==> config.mk <==
export PLATFORM = sky130hd
export DESIGN_NAME = spi_slave_byte_if_flat
export DESIGN_NICKNAME = d
export VERILOG_FILES = /design/src/rtl/spi_slave_byte_if_if.sv /design/src/rtl/spi_slave_byte_if.sv /design/src/flat_wrapper.sv
export SDC_FILE = /design/constraint.sdc
export NUM_CORES = 1
export LEC_CHECK = 0
export CAP_MARGIN = 20
export CELL_PAD_IN_SITES_DETAIL_PLACEMENT = 1
export CELL_PAD_IN_SITES_GLOBAL_PLACEMENT = 2
export CORE_ASPECT_RATIO = 0.9
export CORE_MARGIN = 2
export CORE_UTILIZATION = 36
export DETAILED_ROUTE_END_ITERATION = 10
export PLACE_DENSITY_LB_ADDON = 0.25
export SETUP_SLACK_MARGIN = 0.2
export SYNTH_ARGS = -nofsm -noshare
export SYNTH_HDL_FRONTEND = slang
export SYNTH_SLANG_ARGS = --single-unit
==> constraint.sdc <==
create_clock -name sys_clk -period 1.65 [get_ports sys_clk]
set_input_delay 0.2475 -clock sys_clk [delete_from_list [all_inputs] [get_ports sys_clk]]
set_output_delay 0.2475 -clock sys_clk [all_outputs]
set_load 0.02 [all_outputs]
==> run_1/m2.png <==
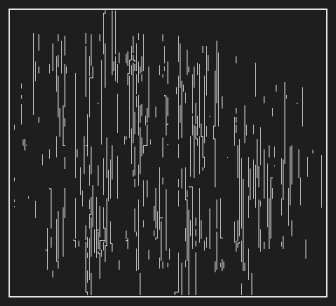
wire length on this layer	1,990 um
share of all routed wire	48%
main direction	vertical
nets with wire on the layer	196
routed vias: 1,373
met2 Track Usage GR: 0.248
routed wire length: 4.16 mm

==> run_1/m1.png <==
Scale bar: 20 um.
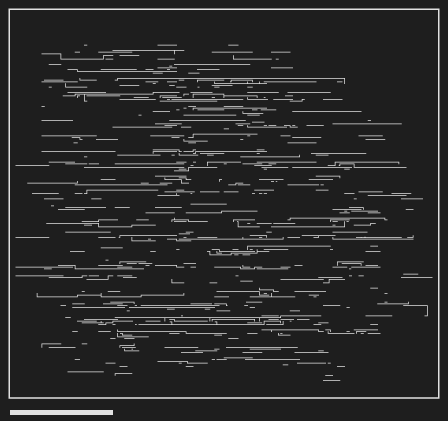
wire length on this layer	1,990 um
main direction	horizontal
longest straight run	44.2 um
met1 usage: 0.188

==> run_1/route_heat.png <==
Scale bar: 20 um. The die is cut into 17 by 15 equal tiles; black is low, pale yellow is high, scaled to the fullest tile. Values are wire area over tile area, all layers added.
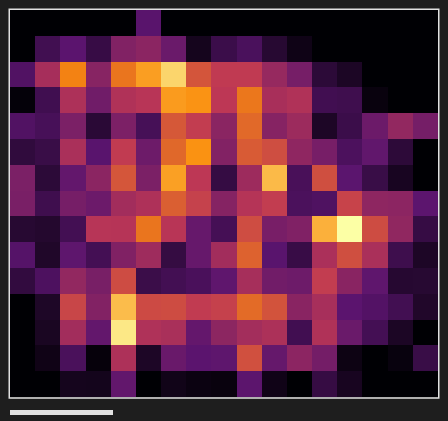
tiles over half the peak	18%
emptiest ninth of the die	top right
densest ninth of the die	middle
fullest tile	0.36
nearly empty tiles	17%
GR Util All Layers: 0.145
Routed WL per cell: 15.4 um

==> impl_results.html, run 1 <==
<p>Metrics extracted from the flow reports.</p>
<table>
<tr><th>Metric</th><th>Value</th></tr>
<tr><th colspan="2">Status</th></tr>
<tr><td>Run status</td><td>finished clean</td></tr>
<tr><th colspan="2">Floorplanning</th></tr>
<tr><td>Width of the die</td><td>about 83 um</td></tr>
<tr><td>Well-tap cell count</td><td>67</td></tr>
<tr><td>Placeable core region</td><td>around 5300 um2</td></tr>
<tr><td>Site row count</td><td>25</td></tr>
<tr><td>Floorplan utilization</td><td>0.381</td></tr>
<tr><th colspan="2">Finish</th></tr>
<tr><td>Clock Buffer Count</td><td>6</td></tr>
<tr><td>Area Overhead vs Synth</td><td>25.7%</td></tr>
<tr><td>Clock network contribution to total cell area</td><td>0.0391</td></tr>
<tr><td>Final standard cell area without fillers</td><td>approximately 2600 um2</td></tr>
<tr><td>Multi-input gates</td><td>91</td></tr>
<tr><td>Final core utilization</td><td>0.478</td></tr>
<tr><td>Register share of the cell area</td><td>0.483</td></tr>
<tr><td>Nets</td><td>219</td></tr>
<tr><td>Final Non-Filler Cells</td><td>between 200 and 300</td></tr>
<tr><th colspan="2">Place</th></tr>
<tr><td>Number of cells after detailed placement</td><td>roughly 260</td></tr>
<tr><td>Worst-case setup slack after placement</td><td>around 55 ps</td></tr>
<tr><td>Final HPWL from detailed placement</td><td>between 3 and 4 mm</td></tr>
<tr><td>Final RePlAce weighted congestion</td><td>between 0.7 and 0.8</td></tr>
<tr><th colspan="2">Timing</th></tr>
<tr><td>Tightest slew margin relative to the limit</td><td>0.688</td></tr>
<tr><td>Setup repair after global routing missed its margin</td><td>yes</td></tr>
<tr><td>Post-route clock skew</td><td>7.31 ps</td></tr>
<tr><td>Fin. Hold Viols</td><td>0</td></tr>
<tr><td>Summed negative setup slack over all endpoints</td><td>0 ps</td></tr>
<tr><td>Worst slew pin tran</td><td>roughly 470 ps</td></tr>
<tr><td>Number of setup violations in the final report</td><td>0</td></tr>
<tr><th colspan="2">Clock network</th></tr>
<tr><td># clock sinks</td><td>49</td></tr>
<tr><td>TritonCTS clock tree</td><td>yes</td></tr>
<tr><td>Clock latency reported for the late side of the worst-skew pair</td><td>about 300 ps</td></tr>
<tr><td>H-tree level count</td><td>2</td></tr>
<tr><td>Hold-fix buffer count after cts</td><td>1</td></tr>
<tr><th colspan="2">Critical path</th></tr>
<tr><td>Buf+Inv Stages, Crit Path</td><td>0</td></tr>
<tr><td>Worst-case reg-to-reg path depth</td><td>3</td></tr>
<tr><td>Gate family responsible for the most delay along the worst path</td><td>flip-flops</td></tr>
<tr><td>Type of destination of the critical path</td><td>register</td></tr>
<tr><td>Endpoint arrival time on the critical path</td><td>between 1500 and 2000 ps</td></tr>
<tr><td>Depth of the critical timing path with buffers and inverters included</td><td>3</td></tr>
<tr><th colspan="2">GRT</th></tr>
<tr><td>Residual overflow from global routing</td><td>0</td></tr>
<tr><td>Number of global-route vias before repair</td><td>1,492</td></tr>
<tr><td>GR peak layer</td><td>met2</td></tr>
<tr><td>Initial antenna violation count</td><td>0</td></tr>
<tr><td>Maximum number of pins on one net before global-route repair</td><td>31</td></tr>
<tr><th colspan="2">Detailed routing</th></tr>
<tr><td>Highest layer used for signal routing</td><td>met4</td></tr>
<tr><td>Post-route DRC</td><td>0</td></tr>
<tr><th colspan="2">Synth</th></tr>
<tr><td>Area share of the largest cell type after synthesis</td><td>0.529</td></tr>
<tr><td>Yosys top cell by area</td><td>dfrtp_1</td></tr>
<tr><td>Largest cells by area after synthesis</td><td>dfrtp_1 53%, mux2_2 9.4%, dfstp_2 7.7%</td></tr>
<tr><td>Cells after synthesis</td><td>164</td></tr>
<tr><td>Post-synthesis cell type count</td><td>32</td></tr>
<tr><td>EDFF count, synth</td><td>0</td></tr>
<tr><td>Sequential element share of the synthesized area</td><td>0.606</td></tr>
<tr><td>Leading cell type by number of instances after synthesis</td><td>dfrtp_1</td></tr>
<tr><th colspan="2">Hold path</th></tr>
<tr><td>Type of the worst min-delay path</td><td>reg2reg</td></tr>
<tr><th colspan="2">Power and ir drop</th></tr>
<tr><td>PnR Total Power</td><td>between 2 and 3 mW</td></tr>
<tr><td>Share of power burned in the clock network</td><td>0.264</td></tr>
<tr><td>Leakage power</td><td>1.18 nW</td></tr>
</table>
## run 1: cell families after synthesis
| family | count (synthesis) | share of synthesized area |
|---|---|---|
| AND-OR/OR-AND | 32 | 0.114 |
| adder cells (fa/ha/maj) | 2 | 0.0123 |
| buffers and inverters | 24 | 0.0473 |
| flip-flops | 49 | 0.606 |
| multiplexers | 19 | 0.110 |
| AND/OR/NAND/NOR | 38 | 0.110 |
## run 1: power groups by stage
stage,logic (mW),clock network (mW),registers [mW]
finish,0.531,0.765,1.60
global route,0.592,0.834,1.64
CTS,0.546,0.795,1.61
detailed placement,0.547,0,1.63
global placement,0.516,0,1.61
floorplan,0.367,0,1.57
==> run_1/util_map.png <==
Scale bar: 20 um. The die is cut into 8 by 8 equal tiles; black is low, pale yellow is high, 0 to 100% covered.
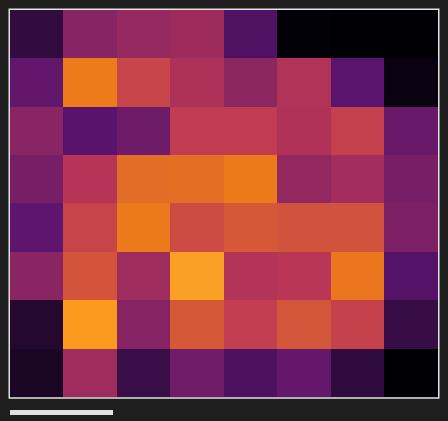

==> inputs of run 2 (changes only) <==
--- a/config.mk
+++ b/config.mk
@@ -9,11 +9,11 @@
 export CELL_PAD_IN_SITES_DETAIL_PLACEMENT = 1
 export CELL_PAD_IN_SITES_GLOBAL_PLACEMENT = 2
 export CORE_ASPECT_RATIO = 0.9
-export CORE_MARGIN = 2
 export CORE_UTILIZATION = 36
 export DETAILED_ROUTE_END_ITERATION = 10
 export PLACE_DENSITY_LB_ADDON = 0.25
 export SETUP_SLACK_MARGIN = 0.2
+export SKIP_CTS_REPAIR_TIMING = 1
 export SYNTH_ARGS = -nofsm -noshare
 export SYNTH_HDL_FRONTEND = slang
 export SYNTH_SLANG_ARGS = --single-unit
==> run_2/util_map.png <==
Scale bar: 20 um. The die is cut into 8 by 7 equal tiles; black is low, pale yellow is high, 0 to 100% covered.
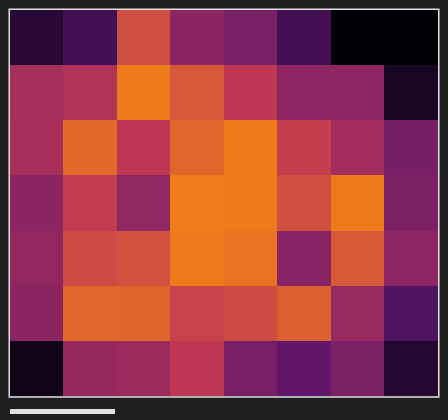
fullest tile	70%
emptiest ninth of the die	top right
nearly empty tiles	3.6%
placeable core region: 5350 um2
final core utilization: 0.500
floorplan utilization: 0.381

==> run 2 against run 1 <==
Net effect:
- synthesized area unchanged
- register-to-register slack about the same
- sequential share of layout area decreased by 2.1 points
- worst setup slack got worse by 9.8 ps
- critical endpoint is now u_core.bus.rx_data_o[7]
- highest routed layer unchanged
==> impl_results.html, run 2 <==
<p>Metrics extracted from the flow reports.</p>
<table>
<tr><th>Metric</th><th>Value</th></tr>
<tr><th colspan="2">Clock network</th></tr>
<tr><td># clock sinks</td><td>49 (unchanged)</td></tr>
<tr><td>H-tree level count</td><td>2 (unchanged)</td></tr>
<tr><td>Clock latency reported for the late side of the worst-skew pair</td><td>300 ps (about the same)</td></tr>
<tr><td>TritonCTS clock tree</td><td>yes</td></tr>
<tr><th colspan="2">Detailed routing</th></tr>
<tr><td>Highest layer used for signal routing</td><td>met4</td></tr>
<tr><td>Routed WL per cell</td><td>16.2 um (+5.3%)</td></tr>
<tr><td>Routed wire length</td><td>4.48 mm (+7.6%)</td></tr>
<tr><td>Post-route DRC</td><td>0 (unchanged)</td></tr>
<tr><th colspan="2">Hold path</th></tr>
<tr><td>Type of the worst min-delay path</td><td>in2reg</td></tr>
<tr><th colspan="2">Power and ir drop</th></tr>
<tr><td>Share of power burned in the clock network</td><td>0.243 (-0.021)</td></tr>
<tr><td>Comb pwr</td><td>0.572 mW (+7.7%)</td></tr>
<tr><td>Highest-power group</td><td>registers</td></tr>
<tr><td>PnR Total Power</td><td>2.89 mW (-0.21%)</td></tr>
<tr><td>Clock distribution power</td><td>0.702 mW (-8.2%)</td></tr>
<tr><th colspan="2">Timing</th></tr>
<tr><td>Number of setup violations in the final report</td><td>0 (unchanged)</td></tr>
<tr><td>Setup repair after global routing missed its margin</td><td>yes</td></tr>
<tr><td>Tightest slew margin relative to the limit</td><td>0.677 (-0.0101)</td></tr>
<tr><td>Summed negative setup slack over all endpoints</td><td>0 ps (unchanged)</td></tr>
<tr><th colspan="2">Finish</th></tr>
<tr><td>Area Overhead vs Synth</td><td>31.5%</td></tr>
<tr><td>Final standard cell area without fillers</td><td>2680 um2 (+4.6%)</td></tr>
<tr><td>Nets</td><td>225 (+2.7%)</td></tr>
<tr><td>Final Non-Filler Cells</td><td>276 (+2.2%)</td></tr>
<tr><th colspan="2">Critical path</th></tr>
<tr><td>Worst-case reg-to-reg path depth</td><td>3 (unchanged)</td></tr>
<tr><td>Buf+Inv Stages, Crit Path</td><td>0 (unchanged)</td></tr>
<tr><td>Endpoint arrival time on the critical path</td><td>1640 ps (about the same)</td></tr>
<tr><td>Depth of the critical timing path with buffers and inverters included</td><td>3 (unchanged)</td></tr>
<tr><th colspan="2">Place</th></tr>
<tr><td>Worst-case setup slack after placement</td><td>71.9 ps (+16.9 ps)</td></tr>
<tr><td>Number of cells after detailed placement</td><td>259 (+0.39%)</td></tr>
<tr><td>Final RePlAce weighted congestion</td><td>0.730 (+1.6%)</td></tr>
<tr><th colspan="2">GRT</th></tr>
<tr><td>GR Util All Layers</td><td>0.165 (+0.0201)</td></tr>
<tr><td>Met1 usage</td><td>0.225 (+0.0375)</td></tr>
<tr><td>Residual overflow from global routing</td><td>0 (unchanged)</td></tr>
<tr><td>Maximum number of pins on one net before global-route repair</td><td>32 (+3.2%)</td></tr>
<tr><td>Number of global-route vias before repair</td><td>1,478 (-0.94%)</td></tr>
<tr><td>Initial antenna violation count</td><td>0 (unchanged)</td></tr>
<tr><td>GR peak layer</td><td>met2</td></tr>
<tr><th colspan="2">Floorplanning</th></tr>
<tr><td>Site row count</td><td>25 (unchanged)</td></tr>
<tr><td>Width of the die</td><td>81.3 um (-2.4%)</td></tr>
<tr><th colspan="2">Synth</th></tr>
<tr><td>Post-synthesis cell type count</td><td>32 (unchanged)</td></tr>
<tr><td>Largest cells by area after synthesis</td><td>dfrtp_1 53%, mux2_2 9.4%, dfstp_2 7.7%</td></tr>
<tr><td>Area share of the largest cell type after synthesis</td><td>0.529 (unchanged)</td></tr>
<tr><td>Sequential element share of the synthesized area</td><td>0.606 (unchanged)</td></tr>
<tr><td>Yosys top cell by area</td><td>dfrtp_1</td></tr>
<tr><td>EDFF count, synth</td><td>0 (unchanged)</td></tr>
<tr><th colspan="2">Status</th></tr>
<tr><td>Run status</td><td>finished clean</td></tr>
</table>
==> run_2/m2.png <==
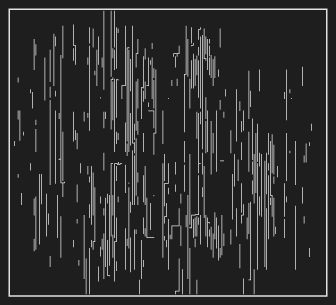
main direction	vertical
wire length on this layer	2,250 um
share of all routed wire	50%
nets with wire on the layer	205
met2 Track Usage GR: 0.256
routed vias: 1,415

## run 2: area by class of cell
type | instances | share of cell area
Clock inverter | 2 | 0.00561
Tap cell | 67 | 0.0313
Clock buffer | 6 | 0.0271
Timing Repair Buffer | 43 | 0.165
Sequential cell | 49 | 0.461
Inverter | 18 | 0.0252
Multi-Input combinational cell | 91 | 0.284
## run 2: kinds of logic after synthesis
kind of cell	Yosys count	share of synthesized area
AND-OR/OR-AND	32	0.114
adder cells (fa/ha/maj)	2	0.0123
buffers and inverters	24	0.0473
flip-flops	49	0.606
multiplexers	19	0.110
AND/OR/NAND/NOR	38	0.110
No activity file was given, so power comes from the tool's default toggle rates.
